==> images/density.png <==
(4 px per um) The die is cut into 10 by 10 equal tiles; black is low, pale yellow is high, 0 to 100% covered.
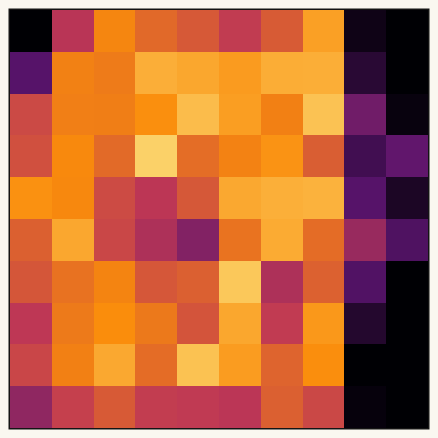
==> images/metal_stack.png <==
(3 px per um)
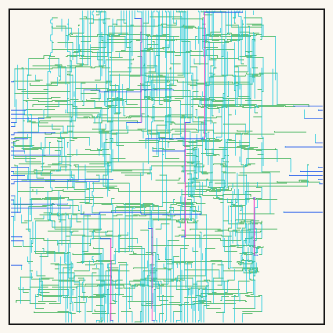
==> images/final_clocks.png <==
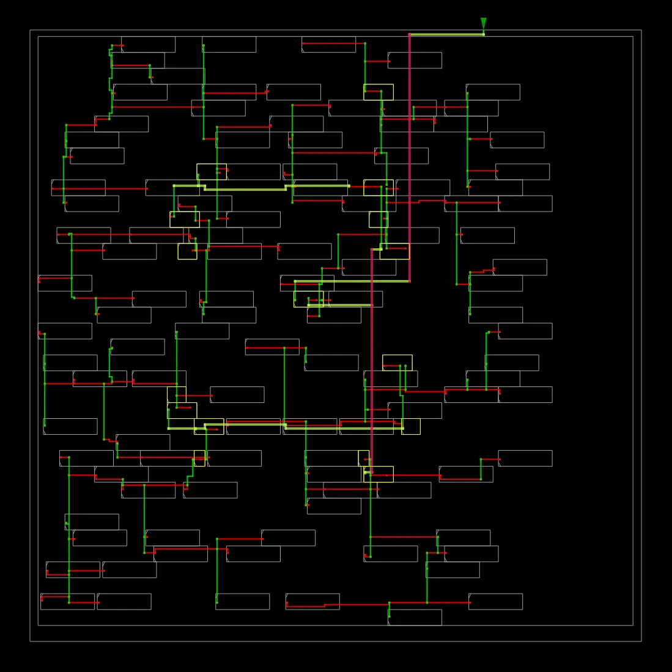
[src/rtl/tpu_pkg.sv]
// tpu_pkg: shared element/matrix types and feeder state encoding for the 2x2 systolic stage.
package tpu_pkg;
  localparam int DATA_W = 8;
  localparam int N = 2;
  typedef logic [DATA_W-1:0] elem_t;
  typedef elem_t mat2_t [N][N];
  typedef enum logic [1:0] {LOAD, RUN, DRAIN} feeder_state_t;
endpackage

[src/rtl/stream_serializer4.sv]
// stream_serializer4: captures a 2x2 result matrix and unloads it row-major one byte per valid/ready transfer.
module stream_serializer4
  import tpu_pkg::*;
(
  input  logic  clk,
  input  logic  rst,
  input  logic  load,
  input  mat2_t c,
  input  logic  active,
  input  logic  ready,
  output elem_t data,
  output logic  last
);
  elem_t res [4];
  logic [1:0] idx;
  logic fire;
  assign fire = active && ready;
  assign last = fire && idx == 2'd3;
  assign data = res[idx];
  always_ff @(posedge clk or posedge rst)
    if (rst) begin
      idx <= '0;
      for (int i = 0; i < 4; i++) res[i] <= '0;
    end else begin
      if (load) for (int i = 0; i < 4; i++) res[i] <= c[i/2][i%2];
      if (fire) idx <= last ? 2'd0 : idx + 2'd1;
    end
endmodule

[src/rtl/matmul_feeder.sv]
// matmul_feeder: assembles A/B from a byte stream, runs the 2x2 array with a timeout guard, streams C back out.
module matmul_feeder
  import tpu_pkg::*;
#(
  parameter int TIMEOUT = 16,
  parameter int TO_W    = $clog2(TIMEOUT+1)
) (
  input  logic  clk,
  input  logic  rst,
  input  elem_t in_data,
  input  logic  in_valid,
  output logic  in_ready,
  output elem_t out_data,
  output logic  out_valid,
  input  logic  out_ready,
  output mat2_t a_o,
  output mat2_t b_o,
  output logic  start_o,
  input  mat2_t c_i,
  input  logic  done_i,
  output logic  busy,
  output logic  timeout_err,
  input  logic  clr_err
);
  feeder_state_t state;
  logic [2:0] in_idx;
  logic [TO_W-1:0] run_cnt;
  logic last;
  assign in_ready  = state == LOAD;
  assign out_valid = state == DRAIN;
  assign busy      = state != LOAD;
  stream_serializer4 u_ser (
    .clk(clk),
    .rst(rst),
    .load(state == RUN && done_i),
    .c(c_i),
    .active(out_valid),
    .ready(out_ready),
    .data(out_data),
    .last(last)
  );
  // timeout_err clear is applied first so a same-cycle set overrides it
  always_ff @(posedge clk or posedge rst)
    if (rst) begin
      state       <= LOAD;
      in_idx      <= '0;
      run_cnt     <= '0;
      start_o     <= 1'b0;
      timeout_err <= 1'b0;
      for (int i = 0; i < N; i++)
        for (int j = 0; j < N; j++) begin
          a_o[i][j] <= '0;
          b_o[i][j] <= '0;
        end
    end else begin
      if (clr_err) timeout_err <= 1'b0;
      case (state)
        LOAD: if (in_valid) begin
          if (in_idx[2]) b_o[in_idx[1]][in_idx[0]] <= in_data;
          else a_o[in_idx[1]][in_idx[0]] <= in_data;
          in_idx <= in_idx == 3'd7 ? 3'd0 : in_idx + 3'd1;
          if (in_idx == 3'd7) begin
            state   <= RUN;
            start_o <= 1'b1;
          end
        end
        RUN: if (done_i) begin
          start_o <= 1'b0;
          run_cnt <= '0;
          state   <= DRAIN;
        end else if (run_cnt == TO_W'(TIMEOUT-1)) begin
          timeout_err <= 1'b1;
          start_o     <= 1'b0;
          run_cnt     <= '0;
          state       <= LOAD;
        end else run_cnt <= run_cnt + 1'b1;
        DRAIN: if (last) state <= LOAD;
        default: state <= LOAD;
      endcase
    end
endmodule

[config.mk]
export PLATFORM = sky130hd
export DESIGN_NAME = matmul_feeder
export DESIGN_NICKNAME = d
export VERILOG_FILES = /design/src/rtl/tpu_pkg.sv /design/src/rtl/stream_serializer4.sv /design/src/rtl/matmul_feeder.sv
export SDC_FILE = /design/constraint.sdc
export NUM_CORES = 1
export LEC_CHECK = 0
export CAP_MARGIN = 20
export CORE_UTILIZATION = 44
export DETAILED_ROUTE_END_ITERATION = 6
export PLACE_DENSITY = 0.77
export SLEW_MARGIN = 0
export SYNTH_ARGS = -nofsm -noshare
export SYNTH_HDL_FRONTEND = slang
export SYNTH_SLANG_ARGS = --single-unit
export TNS_END_PERCENT = 50
[constraint.sdc]
create_clock -name clk -period 3.6 [get_ports clk]
set_input_delay 0.72 -clock clk [delete_from_list [all_inputs] [get_ports clk]]
set_output_delay 0.72 -clock clk [all_outputs]
set_load 0.02 [all_outputs]
==> changes_impl.md <==
### Implementation results

* Tightest Pin Transition at 0.878 ns
* Mux share at 28.7%
* Antenna Cells at 0
* Req. time, crit path at 2.88 ns
* Tcrit/Tclk final at 82.6%
* Top cells excl fill/tap: 122 x clkdlybuf4s50_1, 110 x dfrtp_1, 99 x mux2_2, 10 x clkbuf_8, 9 x nand2_1
* Pre-CTS WS at 0.986 ns
* CTS tree: done
* Cell Type Count at 30
* Root buf cell: clkbuf_8
* I/O pin total at 123
* # Taps at 136
* Die width at 104 um
* DR WL met2 at 5.00 mm
* Final GP Congestion at 0.734
* GRT met1 Usage at 25.0%
* Vias per cell at 4.98
* Grt ovf at 0
* Hold Path Class: flip-flop to flip-flop
* Die footprint at 0.0109 mm^2
* Power Combinational at 0.00280 W
* Reg2Reg Depth at 3
* Seq cells post-synth at 110
* Storage cell area at 0.00275 mm^2
* Status: completed
* H-tree depth at 3
* Clk pwr at 0.000697 W
* Syn Area/Cell at 16.0 um^2
* Inst Count DP at 541
* Main logic family after synthesis: multiplexers
* Crit-path leading delay family: flip-flops
* CTS Hold Bufs at 0
* Pin count of the biggest net entering global routing at 43
* Sequential cell area share at 44.7%
* DRT met1 WL at 4.29 mm
* Crit path launch: u_ser.idx[0]
* Top FF cell, synth: dfrtp_1
* Post-synthesis compound-gate area fraction at 1.41%
* Post-Syn Nets at 341
* Non-clock buffer share at 20.5%
* CP startpoint kind: flip-flop
* RSZ-0062 raised after global routing: no
* Logic cell area at 0.00176 mm^2
* Min Tclk post-route at 2.97 ns
* Area share, top type at 59.6%
* Number of global-route vias before repair at 3027
* Top-count cell post-synth: dfrtp_1
* Synth warn at 0
* Async SR Flop Fraction at 100%
* Gr busiest metal: met2
* Crit path depth at 2
* Crit Path Class: flip-flop to output port
* Multi-In Gates at 162
* Max clock buf depth at 2
* Power Total at 0.00571 W
* DR WL/cell at 17.7 um
* GRT Total Usage at 19.2%
* Clk slew on worst S/H paths at 0.10 ns
* R2r setup slk at 1.68 ns
* Non-clock inverters at 7
* YS chip area at 0.00462 mm^2
* Pint at 0.00363 W
* CP Capture Type: output port
* Xor/xnor share at 0%
* Post-route cell area at 0.00616 mm^2
* VDD IR-drop max at 521 uV
* Synthesized area at 0.00462 mm^2
* Total CTS buffers at 9
* Sequential area share after synthesis at 59.6%
* Drt first pass iters at 4
* Adders+Majority by Area at 1.90%
* Final Skew at 0.0106 ns
* Critical path's largest stage delay at 0.74 ns
* Setup TNS at 0 ns
* Residual DRC at 0
* Area leader, netlist: dfrtp_1
* Biggest regs: a_o (32), b_o (32), u_ser.res (32)
* Leak Pwr at 2.65 nW
* Clock share of power at 12.2%
* Layout cell share with drive strength beyond 1 at 33.0%
* Placed standard-cell area at 0.00598 mm^2
* MaxCap Viol Count at 0
* Late-Pin Clk Latency at 0.37 ns
About density.png:
- densest ninth of the die: north
- tiles over 75% full: 26%
- emptiest ninth of the die: south-east
Core Util, Final: 60.2%
Core Area: 0.0102 mm^2
Core Util at FP: 45.2%

About metal_stack.png:
- met3: blue (wire length 394 um)
- met4: magenta (wire length 192 um)
- met2: cyan (wire length 5000 um)
- met1: green (wire length 4290 um)
DRT Wirelength: 9.87 mm
routed via count: 2776

About final_clocks.png:
CLK BUF: 10
Flops: 110

Power figures rest on the tool's default switching activity, not on a simulated workload.
